Run 1, clock distribution:
Scale: 4 px per µm.
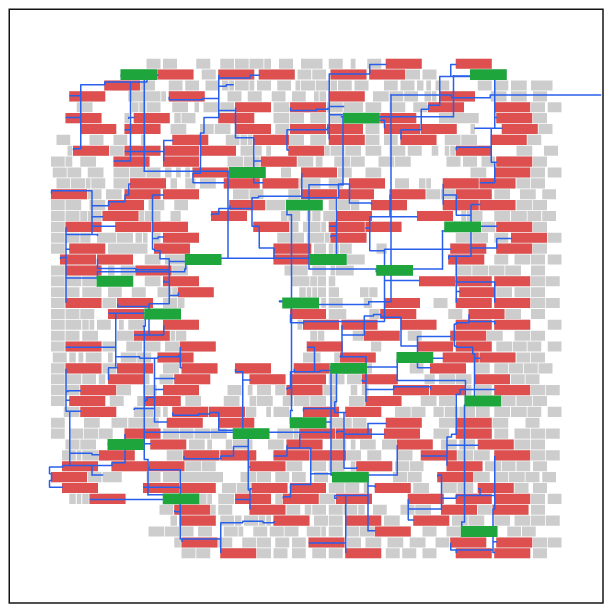
Run 1, congestion heat map:
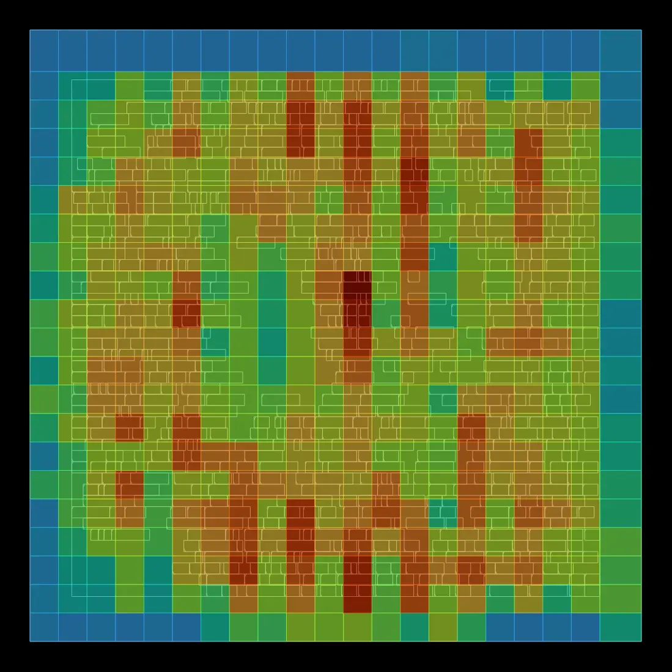
Run 1, cell density map:
Scale: 2 px per µm. 15 x 15 tiles, from white (low) to dark blue (high), 0 to 100% covered.
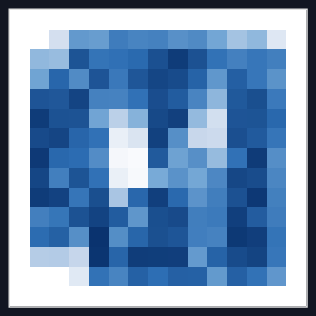
File: config.mk
export PLATFORM = sky130hd
export DESIGN_NAME = mem_arbiter
export DESIGN_NICKNAME = d
export VERILOG_FILES = /design/src/rtl/mem_arbiter.sv
export SDC_FILE = /design/constraint.sdc
export NUM_CORES = 1
export LEC_CHECK = 0
export CORE_MARGIN = 10
export CORE_UTILIZATION = 50
export DETAILED_ROUTE_END_ITERATION = 7
export PLACE_DENSITY = 0.92
export SLEW_MARGIN = 40
export SYNTH_ARGS = -nofsm -noshare
export SYNTH_HDL_FRONTEND = slang
export SYNTH_SLANG_ARGS = --single-unit
export TNS_END_PERCENT = 20
File: constraint.sdc
create_clock -name clk -period 4.4 [get_ports clk]
set_input_delay 0.66 -clock clk [delete_from_list [all_inputs] [get_ports clk]]
set_output_delay 0.66 -clock clk [all_outputs]
set_load 0.02 [all_outputs]
File: src/rtl/mem_arbiter.sv
// mem_arbiter: shares one fixed-latency memory port between the CPU side and
// the io unit. One-deep request capture per side, round-robin on ties, and a
// one-cycle reply pulse with registered read data back to the owner.
module mem_arbiter #(
  parameter int unsigned ADDR_W  = 11,
  parameter int unsigned DATA_W  = 31,
  parameter int unsigned MEM_LAT = 2
) (
  input  logic              clk,
  input  logic              resetn,
  input  logic              cpu_req,
  input  logic              cpu_we,
  input  logic [ADDR_W-1:0] cpu_addr,
  input  logic [DATA_W-1:0] cpu_wdata,
  output logic              cpu_reply,
  output logic [DATA_W-1:0] cpu_rdata,
  output logic              cpu_busy,
  output logic              cpu_ovf,
  input  logic              io_req,
  input  logic              io_we,
  input  logic [ADDR_W-1:0] io_addr,
  input  logic [DATA_W-1:0] io_wdata,
  output logic              io_reply,
  output logic [DATA_W-1:0] io_rdata,
  output logic              io_busy,
  output logic              io_ovf,
  output logic              mem_en,
  output logic              mem_we,
  output logic [ADDR_W-1:0] mem_addr,
  output logic [DATA_W-1:0] mem_wdata,
  input  logic [DATA_W-1:0] mem_rdata
);

  localparam int unsigned CNT_W = 3;
  localparam logic SIDE_CPU = 1'b0;
  localparam logic SIDE_IO  = 1'b1;

  typedef enum logic [1:0] {IDLE, ACCESS, WAIT, DONE} state_e;

  state_e              state_q, state_d;
  logic [CNT_W-1:0]    cnt_q, cnt_d;
  logic                owner_q, owner_d;
  logic                last_q, last_d;
  logic                acc_we_q, acc_we_d;
  logic [ADDR_W-1:0]   acc_addr_q, acc_addr_d;
  logic [DATA_W-1:0]   acc_wdata_q, acc_wdata_d;
  logic                grant;

  logic                cpu_pend_q, cpu_pend_d, cpu_pwe_q, cpu_pwe_d;
  logic [ADDR_W-1:0]   cpu_paddr_q, cpu_paddr_d;
  logic [DATA_W-1:0]   cpu_pwdata_q, cpu_pwdata_d;
  logic                io_pend_q, io_pend_d, io_pwe_q, io_pwe_d;
  logic [ADDR_W-1:0]   io_paddr_q, io_paddr_d;
  logic [DATA_W-1:0]   io_pwdata_q, io_pwdata_d;

  logic                cpu_ovf_q, cpu_ovf_d, io_ovf_q, io_ovf_d;
  logic                cpu_reply_q, cpu_reply_d, io_reply_q, io_reply_d;
  logic                cpu_busy_q, cpu_busy_d, io_busy_q, io_busy_d;
  logic [DATA_W-1:0]   cpu_rdata_q, cpu_rdata_d, io_rdata_q, io_rdata_d;
  logic                mem_en_q, mem_en_d, mem_we_q, mem_we_d;

  // Next-state: arbitration, access sequencing, request capture and outputs
  always_comb begin
    state_d      = state_q;
    cnt_d        = cnt_q;
    owner_d      = owner_q;
    last_d       = last_q;
    acc_we_d     = acc_we_q;
    acc_addr_d   = acc_addr_q;
    acc_wdata_d  = acc_wdata_q;
    grant        = 1'b0;
    cpu_pend_d   = cpu_pend_q;
    cpu_pwe_d    = cpu_pwe_q;
    cpu_paddr_d  = cpu_paddr_q;
    cpu_pwdata_d = cpu_pwdata_q;
    io_pend_d    = io_pend_q;
    io_pwe_d     = io_pwe_q;
    io_paddr_d   = io_paddr_q;
    io_pwdata_d  = io_pwdata_q;
    cpu_ovf_d    = cpu_ovf_q;
    io_ovf_d     = io_ovf_q;
    cpu_rdata_d  = cpu_rdata_q;
    io_rdata_d   = io_rdata_q;
    cpu_reply_d  = 1'b0;
    io_reply_d   = 1'b0;

    case (state_q)
      IDLE: begin
        if (cpu_pend_q || io_pend_q) begin
          grant = 1'b1;
          if (cpu_pend_q && io_pend_q) owner_d = ~last_q;
          else                         owner_d = io_pend_q ? SIDE_IO : SIDE_CPU;
          last_d = owner_d;
          if (owner_d == SIDE_IO) begin
            acc_we_d    = io_pwe_q;
            acc_addr_d  = io_paddr_q;
            acc_wdata_d = io_pwdata_q;
          end else begin
            acc_we_d    = cpu_pwe_q;
            acc_addr_d  = cpu_paddr_q;
            acc_wdata_d = cpu_pwdata_q;
          end
          state_d = ACCESS;
        end
      end
      ACCESS: begin
        cnt_d   = CNT_W'(MEM_LAT - 1);
        state_d = (MEM_LAT == 1) ? DONE : WAIT;
      end
      WAIT: begin
        if (cnt_q <= CNT_W'(1)) state_d = DONE;
        else                    cnt_d   = cnt_q - CNT_W'(1);
      end
      DONE: begin
        // mem_rdata is valid exactly in this cycle
        if (owner_q == SIDE_CPU) begin
          cpu_reply_d = 1'b1;
          if (!acc_we_q) cpu_rdata_d = mem_rdata;
        end else begin
          io_reply_d = 1'b1;
          if (!acc_we_q) io_rdata_d = mem_rdata;
        end
        state_d = IDLE;
      end
      default: state_d = IDLE;
    endcase

    // Granted request leaves the queue; a new pulse only lands in an empty slot
    if (grant && owner_d == SIDE_CPU) cpu_pend_d = 1'b0;
    if (grant && owner_d == SIDE_IO)  io_pend_d  = 1'b0;
    if (cpu_req) begin
      if (!cpu_pend_q) begin
        cpu_pend_d   = 1'b1;
        cpu_pwe_d    = cpu_we;
        cpu_paddr_d  = cpu_addr;
        cpu_pwdata_d = cpu_wdata;
      end else begin
        cpu_ovf_d = 1'b1;
      end
    end
    if (io_req) begin
      if (!io_pend_q) begin
        io_pend_d   = 1'b1;
        io_pwe_d    = io_we;
        io_paddr_d  = io_addr;
        io_pwdata_d = io_wdata;
      end else begin
        io_ovf_d = 1'b1;
      end
    end

    mem_en_d   = grant;
    mem_we_d   = grant & acc_we_d;
    cpu_busy_d = cpu_pend_d | ((state_d != IDLE) && (owner_d == SIDE_CPU));
    io_busy_d  = io_pend_d  | ((state_d != IDLE) && (owner_d == SIDE_IO));
  end

  // State and output registers; reset aborts any access in flight
  always_ff @(posedge clk or negedge resetn) begin
    if (!resetn) begin
      state_q      <= IDLE;
      cnt_q        <= '0;
      owner_q      <= SIDE_CPU;
      last_q       <= SIDE_IO;
      acc_we_q     <= 1'b0;
      acc_addr_q   <= '0;
      acc_wdata_q  <= '0;
      cpu_pend_q   <= 1'b0;
      cpu_pwe_q    <= 1'b0;
      cpu_paddr_q  <= '0;
      cpu_pwdata_q <= '0;
      io_pend_q    <= 1'b0;
      io_pwe_q     <= 1'b0;
      io_paddr_q   <= '0;
      io_pwdata_q  <= '0;
      cpu_ovf_q    <= 1'b0;
      io_ovf_q     <= 1'b0;
      cpu_reply_q  <= 1'b0;
      io_reply_q   <= 1'b0;
      cpu_busy_q   <= 1'b0;
      io_busy_q    <= 1'b0;
      cpu_rdata_q  <= '0;
      io_rdata_q   <= '0;
      mem_en_q     <= 1'b0;
      mem_we_q     <= 1'b0;
    end else begin
      state_q      <= state_d;
      cnt_q        <= cnt_d;
      owner_q      <= owner_d;
      last_q       <= last_d;
      acc_we_q     <= acc_we_d;
      acc_addr_q   <= acc_addr_d;
      acc_wdata_q  <= acc_wdata_d;
      cpu_pend_q   <= cpu_pend_d;
      cpu_pwe_q    <= cpu_pwe_d;
      cpu_paddr_q  <= cpu_paddr_d;
      cpu_pwdata_q <= cpu_pwdata_d;
      io_pend_q    <= io_pend_d;
      io_pwe_q     <= io_pwe_d;
      io_paddr_q   <= io_paddr_d;
      io_pwdata_q  <= io_pwdata_d;
      cpu_ovf_q    <= cpu_ovf_d;
      io_ovf_q     <= io_ovf_d;
      cpu_reply_q  <= cpu_reply_d;
      io_reply_q   <= io_reply_d;
      cpu_busy_q   <= cpu_busy_d;
      io_busy_q    <= io_busy_d;
      cpu_rdata_q  <= cpu_rdata_d;
      io_rdata_q   <= io_rdata_d;
      mem_en_q     <= mem_en_d;
      mem_we_q     <= mem_we_d;
    end
  end

  assign cpu_reply = cpu_reply_q;
  assign cpu_rdata = cpu_rdata_q;
  assign cpu_busy  = cpu_busy_q;
  assign cpu_ovf   = cpu_ovf_q;
  assign io_reply  = io_reply_q;
  assign io_rdata  = io_rdata_q;
  assign io_busy   = io_busy_q;
  assign io_ovf    = io_ovf_q;
  assign mem_en    = mem_en_q;
  assign mem_we    = mem_we_q;
  assign mem_addr  = acc_addr_q;
  assign mem_wdata = acc_wdata_q;

endmodule
==> flow_summary.ini, run 1 <==
; implementation run metrics
[run_status]
status = finished clean

[clock_tree]
htree_levels = 1
cts_setup_buffers = 0
clk_pin_slew_ps = 60
clockRootBuffer = clkbuf_16

[final_timing]
tns_ps = 0
tightest_slew_ps = 746

[detailed_routing]
met1_length_mm = 8.95
wl_met2_mm = 10.7

[critical_path]
reg2reg_from = io_pend_q
endpoint_kind = flip-flop
worst-path-stages = 5
start_kind = flip-flop

[synth]
yosys_area_um2 = 8200
syn_area_per_cell_um2 = 14.5
synth.distinct_cells = 31
adder_share_pct = 1.07
synth-simple-area-share_pct = 3.16
ys_cells = 565
postSynthCellCount = 565
synth_nets = 693
ys_seq_share_pct = 63.5

[power_and_ir_drop]
seqPwrFrac_pct = 37.5
vdd_drop_max_mv = 0.449
p_comb_mw = 4.02
power_leader = combinational logic

[cells_and_area]
finalInstanceArea_um2 = 11500
n_fill_cell = 1066
syn2layout_area_growth_pct = 40.1
stdcell_count = 1031
buf_share_pct = 21.6
layout_top_cells = clkdlybuf4s50_1 (231), dfrtp_1 (207), mux2_2 (146)
nets = 931

[floorplan]
nWellTaps = 216
die_area_um2 = 21900
design.core.area_um2 = 16000

[grt]
grt_max_degree = 107
antenna_found_initial = 0
gr-total-overflow = 0

[place]
place_area_um2 = 10800
place_congestion = 0.826
## Picture notes: 'clock distribution'
- blue: clock wires (length 2360 µm)
- green: clock drivers (count 21)
- red: flip-flops (count 208)
- routed clock nets: 22
- flops lie: all over the die
Power Clock: 1.73 mW
Clk pwr share: 18.8%
clock skew: 11.0 ps
clock latency on the worst-skew pair: 480 ps

## Picture notes: 'congestion heat map'
busiest grt layer: met2
wire length per cell: 20.9 µm
Final Util: 71.8%

## Picture notes: 'cell density map'
- nearly empty tiles: 26%
- tiles over 75% full: 34%
- mean over tiles: 51%
- fullest tile: 99%

Run 1, PDN straps and rails:
Scale: 3 px per µm. Pins as bars on the die edge.
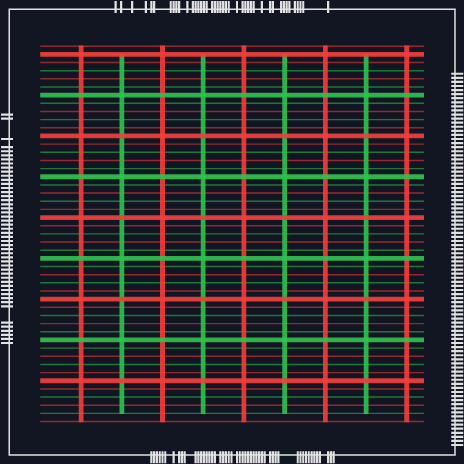

==> run 1 -> run 2 <==
--- a/config.mk
+++ b/config.mk
@@ -6,9 +6,9 @@
 export NUM_CORES = 1
 export LEC_CHECK = 0
 export CORE_MARGIN = 10
-export CORE_UTILIZATION = 50
+export CORE_UTILIZATION = 48
 export DETAILED_ROUTE_END_ITERATION = 7
-export PLACE_DENSITY = 0.92
+export PLACE_DENSITY = 0.89
 export SLEW_MARGIN = 40
 export SYNTH_ARGS = -nofsm -noshare
 export SYNTH_HDL_FRONTEND = slang
==> constraint.sdc (replaced) <==
create_clock -name clk -period 2.5 [get_ports clk]
set_input_delay 0.375 -clock clk [delete_from_list [all_inputs] [get_ports clk]]
set_output_delay 0.375 -clock clk [all_outputs]
set_load 0.02 [all_outputs]
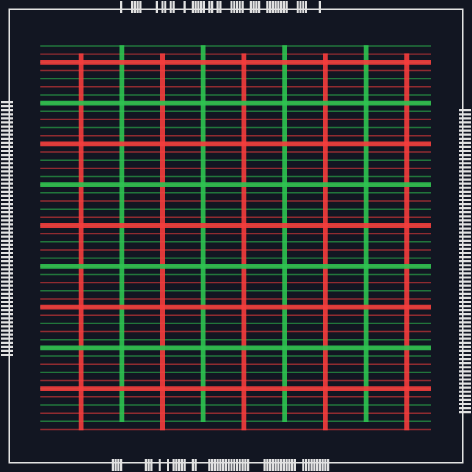
Run 2: PDN straps and rails
Scale: 3 px per µm. Pins as bars on the die edge.
- red: VSS
- green: VDD
- rows: 47
- met1 rails: 48
Core Area: 16600 µm²
Die Ht: 151 µm

==> flow_summary.ini, run 2 <==
; implementation run metrics
[run_status]
status = finished clean

[cells_and_area]
layout_top_cells = clkdlybuf4s50_1 (231), dfrtp_1 (207), mux2_2 (146)
buf_share_pct = 21.6
finalInstanceArea_um2 = 11600
n_fill_cell = 1130
syn2layout_area_growth_pct = 41.9
ff_latch_area_um2 = 5210
stdcell_count = 1042

[power_and_ir_drop]
power_leader = combinational logic
pg_clk_mw = 3.45
seqPwrFrac_pct = 36.3
p_comb_mw = 7.06
pwr-share-clk_pct = 20.9

[place]
place_congestion = 0.793
place_area_um2 = 10800

[grt]
antenna_found_initial = 1
grt-busiest-layer = met2
grt_max_degree = 63

[clock_tree]
cts_setup_buffers = 0
clockRootBuffer = clkbuf_16
clock_latency_ps = 490
htree_levels = 1
clk_pin_slew_ps = 60

[synth]
synth.distinct_cells = 31
adder_share_pct = 1.07
synth-main-ff-cell = dfrtp_1
ys_cells = 565
synth-simple-area-share_pct = 3.16
synth_nets = 693
yosys_area_um2 = 8200
syn_area_per_cell_um2 = 14.5
postSynthCellCount = 565

[floorplan]
nWellTaps = 220
die_area_um2 = 22700

[critical_path]
worst-path-stages = 1
start_kind = flip-flop
reg2reg_from = cpu_pend_q

[detailed_routing]
wl_met2_mm = 9.42
met1_length_mm = 8.16

[final_timing]
tns_ps = 0
fin_skew_ps = 8.32
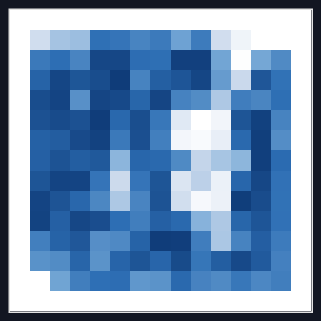
Run 2: cell density map
Scale: 2 px per µm. 15 x 15 tiles, from white (low) to dark blue (high), 0 to 100% covered.
- emptiest ninth of the die: north-east
- tiles over 75% full: 35%
- mean over tiles: 50%
- nearly empty tiles: 27%
- fullest tile: 95%
- densest ninth of the die: west
Final Util: 69.9%
Initial Utilization: 49.3%

Run 2, congestion heat map:
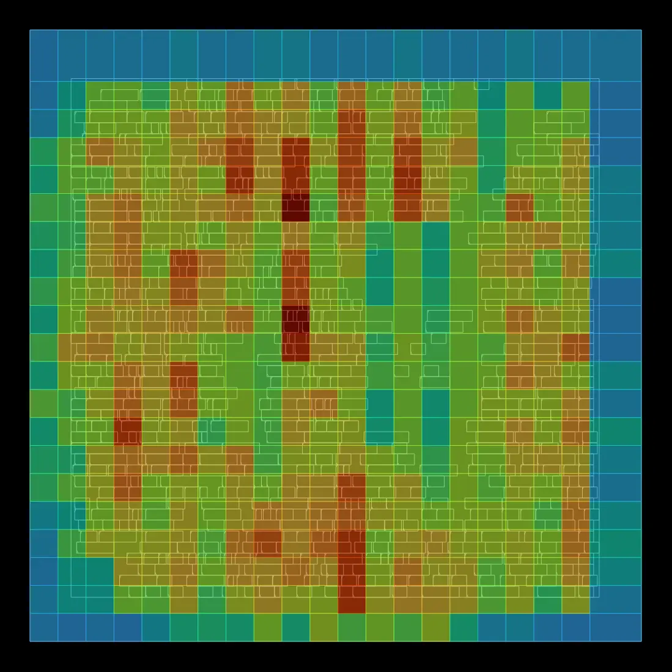

==> run 2 -> run 3 <==
--- a/config.mk
+++ b/config.mk
@@ -6,9 +6,9 @@
 export NUM_CORES = 1
 export LEC_CHECK = 0
 export CORE_MARGIN = 10
-export CORE_UTILIZATION = 48
+export CORE_UTILIZATION = 43
 export DETAILED_ROUTE_END_ITERATION = 7
-export PLACE_DENSITY = 0.89
+export PLACE_DENSITY = 0.85
 export SLEW_MARGIN = 40
 export SYNTH_ARGS = -nofsm -noshare
 export SYNTH_HDL_FRONTEND = slang
==> constraint.sdc (replaced) <==
create_clock -name clk -period 1.5 [get_ports clk]
set_input_delay 0.225 -clock clk [delete_from_list [all_inputs] [get_ports clk]]
set_output_delay 0.225 -clock clk [all_outputs]
set_load 0.02 [all_outputs]
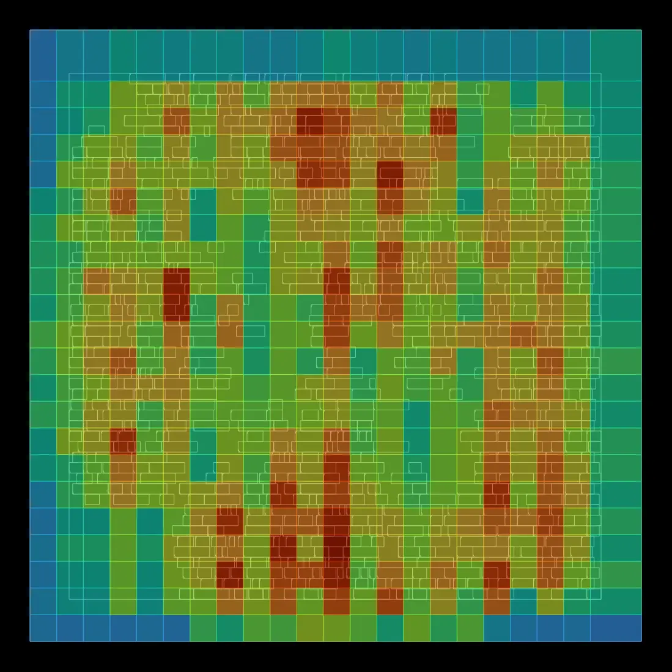
Run 3: congestion heat map
Final Util: 63.5%
wire length per cell: 19.9 µm
GR Layer Usage met2: 27.3%
met1 global-route usage: 19.3%
met3 Use GR: 4.53%

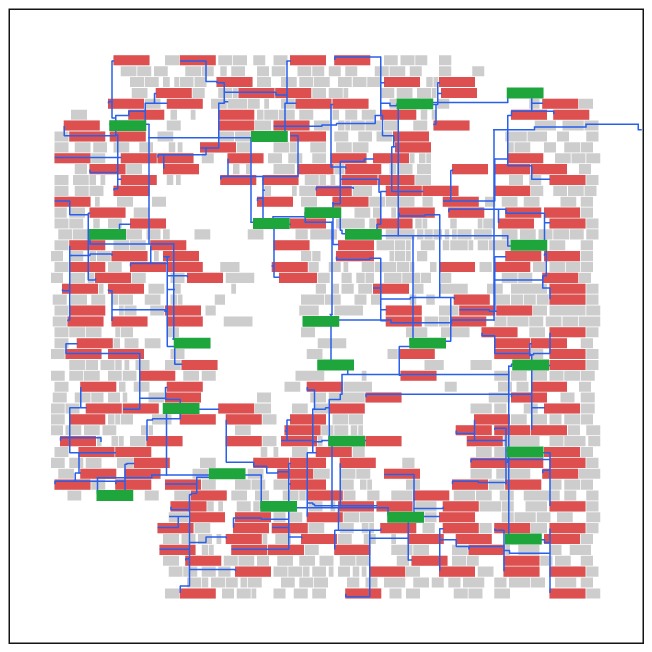
Run 3: clock distribution
Scale: 4 px per µm.
- blue: clock wires (length 2440 µm)
- red: flip-flops (count 208)
- green: clock drivers (count 22)
- flops lie: all over the die

==> flow_summary.ini, run 3 <==
; implementation run metrics
[run_status]
status = complete, but fails checks
violations = setup timing

[power_and_ir_drop]
p_comb_mw = 11.8
power_leader = combinational logic
pg_clk_mw = 5.07
pwr-share-clk_pct = 18.9
vdd_drop_max_mv = 1.12
seqPwrFrac_pct = 37.1
p_sw_mw = 9.47
fin_total_pwr_mw = 26.9

[place]
place_congestion = 0.791
place_area_um2 = 11100
dp_hpwl_mm = 14.9

[floorplan]
die_area_um2 = 25000
die_y_um = 158
nWellTaps = 234
core_util_floorplan_pct = 43.8
design.core.area_um2 = 18700

[final_timing]
setup_viol = 64
min_period_ps = 1660
fin_ws_ps = -157
tns_ps = -7080
tightest_slew_ps = 343
fin_skew_ps = 16.9
slew_headroom_pct = 77.2

[clock_tree]
htree_levels = 1
cts_tree = done
cts_setup_buffers = 0
clock_latency_ps = 500
clockRootBuffer = clkbuf_16
clk_pin_slew_ps = 60

[detailed_routing]
met1_length_mm = 8.91
wl_met2_mm = 10.5
detail_route.first_pass.iterations = 4
ant_nets = 0

[synth]
synth-seq-cells = 208
syn_area_per_cell_um2 = 14.5
ys_cells = 565
yosys_area_um2 = 8200
adder_share_pct = 1.07
ys_seq_share_pct = 63.5
syn_area_um2 = 8200
synth_nets = 693
synth-main-ff-cell = dfrtp_1
postSynthCellCount = 565
synth.distinct_cells = 31
synth-simple-area-share_pct = 3.16

[cells_and_area]
layout_top_cells = dfrtp_1 (206), mux2_2 (121), clkdlybuf4s50_1 (119)
syn2layout_area_growth_pct = 44.9
diodes = 1
finalInstanceArea_um2 = 11900
stdcell_count = 1078
nets = 958
n_fill_cell = 1415
buf_share_pct = 22.9
ff_latch_area_um2 = 5210

[critical_path]
reg2reg_from = state_q[0]
endpoint_kind = flip-flop
critPathBufInv = 1
r2r-end = cpu_rdata[5]
worst-path-stages = 5
crit_type = flip-flop to flip-flop
start_kind = flip-flop

[min_path]
min_path_type = primary input to async pin

[run]
cap_violations = 0

[grt]
grt-busiest-layer = met2
grt_max_degree = 62
antenna_found_initial = 1
gr-total-overflow = 0
Power is estimated from default activity; no workload was simulated.
